pdn.png
Bar = 20 um. Pins as bars on the die edge.
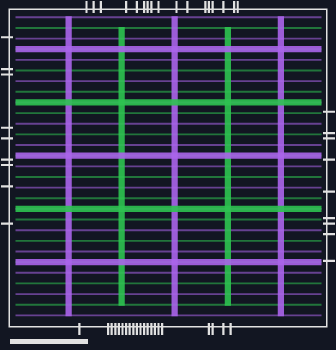
metal_stack.png
Bar = 20 um.
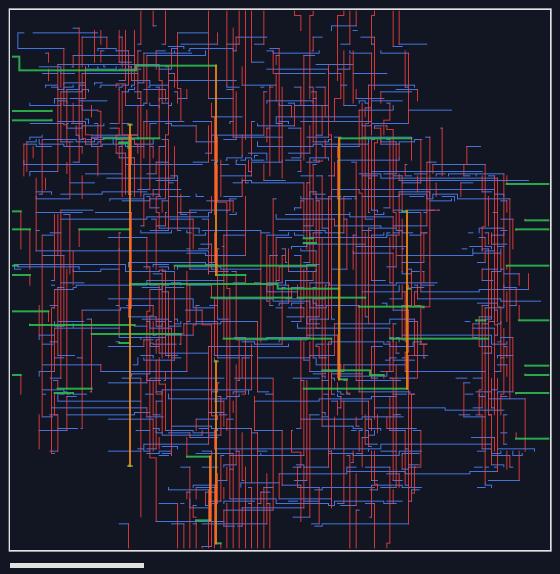
clock_map.png
Bar = 20 um.
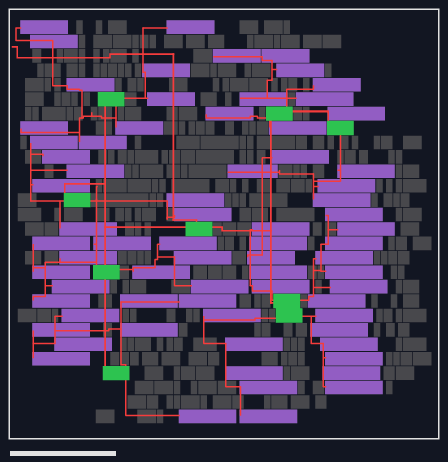
cell_classes.png
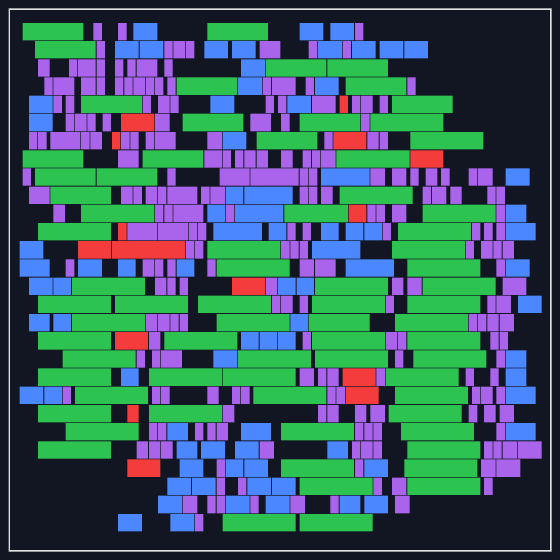
final_clocks.png
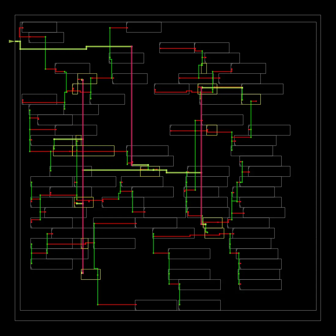
## config.mk

```make
export PLATFORM = sky130hd
export DESIGN_NAME = alu_result_wb_flat
export DESIGN_NICKNAME = d
export VERILOG_FILES = /design/src/rtl/alu_result_wb_if.sv /design/src/rtl/alu_result_wb.sv /design/src/flat_wrapper.sv
export SDC_FILE = /design/constraint.sdc
export NUM_CORES = 1
export LEC_CHECK = 0
export ABC_AREA = 1
export CORE_UTILIZATION = 52
export CTS_BUF_LIST = sky130_fd_sc_hd__clkbuf_8 sky130_fd_sc_hd__clkbuf_16
export DETAILED_ROUTE_END_ITERATION = 10
export PLACE_DENSITY = 0.79
export SYNTH_ARGS = -nofsm -noshare
export SYNTH_HDL_FRONTEND = slang
export SYNTH_SLANG_ARGS = --single-unit
```

## constraint.sdc

```tcl
create_clock -name clk -period 2.19 [get_ports clk]
set_input_delay 0.3285 -clock clk [delete_from_list [all_inputs] [get_ports clk]]
set_output_delay 0.3285 -clock clk [all_outputs]
set_load 0.005 [all_outputs]
```

## src/rtl/alu_result_wb_if.sv

```systemverilog
// Handshake bundle between the ALU, the writeback buffer and the register-file write port.
// The slave modport is the buffer's view; the master modport is the surrounding datapath.
interface alu_result_wb_if #(
    parameter int DATA_BITS     = 8,
    parameter int REG_ADDR_BITS = 4
);
    logic                     in_valid;
    logic                     in_ready;
    logic [DATA_BITS-1:0]     in_result;
    logic [1:0]               in_op;
    logic [DATA_BITS-1:0]     in_rt;
    logic [REG_ADDR_BITS-1:0] in_rd;
    logic                     in_cmp;

    logic                     wb_valid;
    logic                     wb_ready;
    logic [REG_ADDR_BITS-1:0] wb_rd;
    logic [DATA_BITS-1:0]     wb_data;

    modport slave (
        input  in_valid, in_result, in_op, in_rt, in_rd, in_cmp, wb_ready,
        output in_ready, wb_valid, wb_rd, wb_data
    );

    modport master (
        output in_valid, in_result, in_op, in_rt, in_rd, in_cmp, wb_ready,
        input  in_ready, wb_valid, wb_rd, wb_data
    );
endinterface

```

## src/rtl/alu_result_wb.sv

```systemverilog
// Writeback buffer behind the 8-bit ALU: a small show-ahead FIFO that drains register writes,
// retires compare results into the NZP flags, flags divide-by-zero and drops read-only writes.
module alu_result_wb #(
    parameter int DATA_BITS     = 8,
    parameter int REG_ADDR_BITS = 4,
    parameter int DEPTH         = 4,
    parameter int RO_BASE       = 13
) (
    input  logic                   clk,
    input  logic                   reset,
    alu_result_wb_if.slave         bus,
    output logic [2:0]             nzp_out,
    output logic                   err_div0,
    output logic [7:0]             dropped,
    output logic [$clog2(DEPTH):0] occupancy
);
    localparam int PTR_BITS = $clog2(DEPTH);
    localparam int OCC_BITS = PTR_BITS + 1;
    localparam logic [OCC_BITS-1:0]      FULL_COUNT = OCC_BITS'(DEPTH);
    localparam logic [REG_ADDR_BITS-1:0] RO_FIRST   = REG_ADDR_BITS'(RO_BASE);

    logic [DATA_BITS-1:0]     mem_data [DEPTH];
    logic [REG_ADDR_BITS-1:0] mem_rd   [DEPTH];
    logic                     mem_cmp  [DEPTH];

    logic [PTR_BITS-1:0] wr_ptr;
    logic [PTR_BITS-1:0] rd_ptr;

    logic                 push_fire;
    logic                 div_zero;
    logic                 ro_target;
    logic                 store;
    logic                 pop;
    logic                 empty;
    logic [DATA_BITS-1:0] push_data;
    logic [DATA_BITS-1:0] head_data;
    logic                 head_cmp;

    // Full/empty come only from the registered count, so in_ready has no path from in_valid or wb_ready.
    assign empty        = (occupancy == '0);
    assign bus.in_ready = (occupancy != FULL_COUNT);

    assign push_fire = bus.in_valid && bus.in_ready;
    assign div_zero  = (bus.in_op == 2'b11) && (bus.in_rt == '0);
    assign ro_target = !bus.in_cmp && (bus.in_rd >= RO_FIRST);
    assign store     = push_fire && !ro_target;
    assign push_data = div_zero ? '1 : bus.in_result;

    assign head_data = mem_data[rd_ptr];
    assign head_cmp  = mem_cmp[rd_ptr];

    // Compare entries retire on their own; write entries wait for the register-file port.
    assign pop = !empty && (head_cmp || bus.wb_ready);

    always_comb begin
        bus.wb_valid = 1'b0;
        bus.wb_rd    = '0;
        bus.wb_data  = '0;
        if (!empty && !head_cmp) begin
            bus.wb_valid = 1'b1;
            bus.wb_rd    = mem_rd[rd_ptr];
            bus.wb_data  = head_data;
        end
    end

    // NOTE: the storage array carries no reset; the count and pointers define which slots are live.
    always_ff @(posedge clk) begin
        if (store) begin
            mem_data[wr_ptr] <= push_data;
            mem_rd[wr_ptr]   <= bus.in_rd;
            mem_cmp[wr_ptr]  <= bus.in_cmp;
        end
    end

    // NOTE: state registers use non-blocking assignments so every update sees pre-edge values.
    always_ff @(posedge clk or posedge reset) begin
        if (reset) begin
            wr_ptr    <= '0;
            rd_ptr    <= '0;
            occupancy <= '0;
            nzp_out   <= 3'b000;
            err_div0  <= 1'b0;
            dropped   <= 8'd0;
        end else begin
            if (store) wr_ptr <= wr_ptr + 1'b1;
            if (pop)   rd_ptr <= rd_ptr + 1'b1;

            case ({store, pop})
                2'b10:   occupancy <= occupancy + 1'b1;
                2'b01:   occupancy <= occupancy - 1'b1;
                default: occupancy <= occupancy;
            endcase

            if (pop && head_cmp) begin
                nzp_out <= {head_data[DATA_BITS-1],
                            head_data == '0,
                            !head_data[DATA_BITS-1] && (head_data != '0)};
            end

            if (push_fire && div_zero) err_div0 <= 1'b1;

            if (push_fire && ro_target && (dropped != 8'hFF)) dropped <= dropped + 8'd1;
        end
    end
endmodule

```

## src/flat_wrapper.sv

```systemverilog
// flat-port wrapper written by rule: the top's interface ports become plain ports
module alu_result_wb_flat 
#(
    parameter int DATA_BITS     = 8,
    parameter int REG_ADDR_BITS = 4,
    parameter int DEPTH         = 4,
    parameter int RO_BASE       = 13
)
  (clk, reset, nzp_out, err_div0, dropped, occupancy, bus_in_valid, bus_in_result, bus_in_op, bus_in_rt, bus_in_rd, bus_in_cmp, bus_wb_ready, bus_in_ready, bus_wb_valid, bus_wb_rd, bus_wb_data);
  alu_result_wb_if #(.DATA_BITS(DATA_BITS), .REG_ADDR_BITS(REG_ADDR_BITS)) bus_i ();
  input  logic clk;
  input  logic reset;
  output logic [2:0] nzp_out;
  output logic err_div0;
  output logic [7:0] dropped;
  output logic [$clog2(DEPTH):0] occupancy;
  input wire logic [$bits(bus_i.in_valid)-1:0] bus_in_valid;
  input wire logic [$bits(bus_i.in_result)-1:0] bus_in_result;
  input wire logic [$bits(bus_i.in_op)-1:0] bus_in_op;
  input wire logic [$bits(bus_i.in_rt)-1:0] bus_in_rt;
  input wire logic [$bits(bus_i.in_rd)-1:0] bus_in_rd;
  input wire logic [$bits(bus_i.in_cmp)-1:0] bus_in_cmp;
  input wire logic [$bits(bus_i.wb_ready)-1:0] bus_wb_ready;
  output wire logic [$bits(bus_i.in_ready)-1:0] bus_in_ready;
  output wire logic [$bits(bus_i.wb_valid)-1:0] bus_wb_valid;
  output wire logic [$bits(bus_i.wb_rd)-1:0] bus_wb_rd;
  output wire logic [$bits(bus_i.wb_data)-1:0] bus_wb_data;
  assign bus_i.in_valid = bus_in_valid;
  assign bus_i.in_result = bus_in_result;
  assign bus_i.in_op = bus_in_op;
  assign bus_i.in_rt = bus_in_rt;
  assign bus_i.in_rd = bus_in_rd;
  assign bus_i.in_cmp = bus_in_cmp;
  assign bus_i.wb_ready = bus_wb_ready;
  assign bus_in_ready = bus_i.in_ready;
  assign bus_wb_valid = bus_i.wb_valid;
  assign bus_wb_rd = bus_i.wb_rd;
  assign bus_wb_data = bus_i.wb_data;
  alu_result_wb #(.DATA_BITS(DATA_BITS), .REG_ADDR_BITS(REG_ADDR_BITS), .DEPTH(DEPTH), .RO_BASE(RO_BASE)) u_core (.clk(clk), .reset(reset), .bus(bus_i), .nzp_out(nzp_out), .err_div0(err_div0), .dropped(dropped), .occupancy(occupancy));
endmodule
```

==> flow_metrics.py <==
# Synthesis and PnR figures
metrics = {
    "routing": {
        "totalWireLength_mm": 6.63,
        "met1Wirelength_mm": 2.75,
        "drt_pass1_iterations": 4,
        "top_layer_used": "met4",
        "via_count": 2359,
        "wl_met2_mm": 3.38,
        "avgRoutedWirePerCell_um": 14.0,
        "wl_met3_um": 325,
        "ant_nets": 0,
        "routed_via_density": 4.98,
    },
    "grt": {
        "grtUsageMet1_pct": 25.9,
        "busiest_layer": "met2",
        "grt_pass1_wl_mm": 10.6,
        "use_met3_pct": 4.04,
    },
    "floorplanning": {
        "nWellTaps": 75,
        "die-area_mm2": 0.00652,
        "initCoreUtil_pct": 54.1,
        "core_mm2": 0.00596,
        "die_h_um": 80.7,
        "io-pin-count": 56,
    },
    "clock_tree": {
        "cts-htree-levels": 3,
        "root_buffer": "clkbuf_8",
        "cts_resized": 21,
        "post_cts_buffers": 4,
        "cts_tree": "done",
        "cts_sinks": 71,
        "clk_pin_slew_worst_paths_ns": 0.07,
        "postCtsHoldBufs": 0,
    },
    "synthesis": {
        "ys_ff": 71,
        "synthTopCellsByCount": "nand2_1 (82), edfxtp_1 (52), nor2_1 (42)",
        "yosysCellCount": 313,
        "top_cell_area_share_pct": 48.4,
        "ff_type": "edfxtp_1",
        "topCellsByArea": "edfxtp_1 (48%), dfrtp_1 (15%), nand2_1 (9.5%)",
        "synth.distinct_cells": 28,
        "syn_area_mm2": 0.00322,
        "synthArstFlopShare_pct": 26.8,
        "avgSynthCellArea_um2": 10.3,
    },
    "finish": {
        "final_cells": 474,
        "clockNetworkAreaShare_pct": 4.17,
        "fin_util_pct": 71.6,
        "sh_seq_area_pct": 47.8,
        "num-multi-input-gates": 208,
        "fill_cells": 426,
        "area_growth_pct": 32.2,
        "nClkBuffers": 9,
        "nonClkBufAreaFrac_pct": 19.1,
        "sh_comb_area_pct": 24.4,
        "flop_area_mm2": 0.00204,
        "fin_area_mm2": 0.00426,
        "drive_gt1_share_pct": 17.8,
        "flops": 71,
        "nets": 429,
    },
    "worst_setup_path": {
        "crit_start": "u_core.rd_ptr[0]$_DFFE_PP0N_",
        "worst_path_max_delay_cell": "dfrtp_2",
        "crit_path_end_kind": "output port",
        "path_class": "flop to output port",
        "cp.depth": 8,
        "cpPeakStageDelay_ns": 0.44,
        "reg2reg_slack_ns": 0.17,
        "crit_family": "buffers and inverters",
        "worstPathBufferInverterCount": 3,
        "critPathMaxFanout": 13,
        "cp-start-kind": "flop",
    },
    "place": {
        "place_ws_ns": -0.177,
        "dpl.cell_count": 455,
    },
    "sta": {
        "fin_crit_sh_pct": 92.4,
        "layout_min_cycle_time_ns": 2.02,
        "slew-limit-headroom_pct": 51.7,
        "setup-violations-final": 0,
        "clock.fmax_mhz": 494,
        "setup_tns_ns": 0,
        "drv_slew": 0,
    },
    "run_status": {
        "status": "finished clean",
    },
    "hold_path": {
        "hold_class": "primary input to asynchronous set/reset pin",
    },
    "power_and_ir_drop": {
        "power_density_mw_per_mm2": 1280,
        "irDropWorstVdd_mv": 0.912,
        "p_leak_nw": 1.85,
    },
    "flow_run": {
        "warning_count": 30,
        "cap_violations": 0,
    },
}
## Picture notes: pdn.png
legend:
  VSS:
    color: purple
  VDD:
    color: green
rows: 28
signal pins: 56
met1 rails: 29

## Picture notes: metal_stack.png
legend:
  met4:
    color: orange
    wire_length: 182 um
  met3:
    color: green
    wire_length: 326 um
  met1:
    color: blue
    wire_length: 2750 um
  met2:
    color: red
    wire_length: 3380 um

## Picture notes: clock_map.png
legend:
  cells driving clock nets:
    color: green
    count: 9
  clock wires:
    color: red
    length: 763 um
  flip-flops:
    color: purple
    count: 71
routed clock nets: 10
flops lie: widely spread

## Picture notes: cell_classes.png
legend:
  clock drivers and dummy loads:
    color: red
    cells: 15
    share_of_their_area: 4.3%
  other buffers and delay cells:
    color: blue
    cells: 80
    share_of_their_area: 20%
  all other logic:
    color: purple
    cells: 233
    share_of_their_area: 27%
  flops:
    color: green
    cells: 71
    share_of_their_area: 49%

## Picture notes: final_clocks.png
clk pwr: 952 uW
CTS buffer count: 9

## layout by cell type (no fill, tap or decap), types with 3 or more instances in the layout
master / count
or2_2: 8
xnor2_1: 3
o21ai_1: 4
o21ai_0: 12
nand3_1: 18
ha_1: 6
nand3_2: 4
buf_4: 19
xor2_1: 4
edfxtp_1: 52
nor2_1: 42
dfrtp_1: 18
inv_1: 20
nand2_2: 10
clkbuf_8: 9
dlygate4sd2_1: 8
nand2_1: 79
clkdlybuf4s50_1: 42
a21oi_1: 5
buf_12: 6
nor2_2: 3
inv_2: 5
dlymetal6s2s_1: 5
## power breakdown
group	internal (mW)	switching, mW
Clock	0.505	0.447
Sequential	1.78	0.193
Combinational	1.19	1.32
## kinds of logic (layout without fill, tap and decap cells)
family	count (synthesis)	in the layout	share of synthesized area, %
AOI/OAI and AO/OA	23	23	3.65
xor gates and xnor gates	7	7	1.90
adders and majority gates	7	7	2.95
buffers and inverters	34	120	5.08
DFF	71	71	63.2
and+or+nand+nor	171	171	23.2
## state kept, by name, summed over array words and instances (netlist names)
register / count
u_core.dropped: 8
u_core.err_div0: 1
u_core.mem_cmp: 4
u_core.mem_data: 32
u_core.mem_rd: 16
u_core.nzp_out: 3
u_core.occupancy: 3
u_core.rd_ptr: 2
u_core.wr_ptr: 2
## metrics by stage
step	hold slack, ns	power (mW)
2_1_floorplan	0.280	3.30
3_3_place_gp	0.445	4.37
3_5_place_dp	0.456	4.45
4_1_cts	0.431	5.48
5_1_grt	0.493	5.79
6_report	0.407	5.44
## worst reg2reg max path, delay by kind of cell, from the launching register on
kind / cells / cell delay (ns)
simple gates: 5 / 0.36
buf+inv: 3 / 0.22
xor+xnor: 1 / 0.12
flops: 1 / 0.46
fa+ha+maj: 2 / 0.51
compound gates: 2 / 0.23
Power figures rest on the tool's default switching activity, not on a simulated workload.
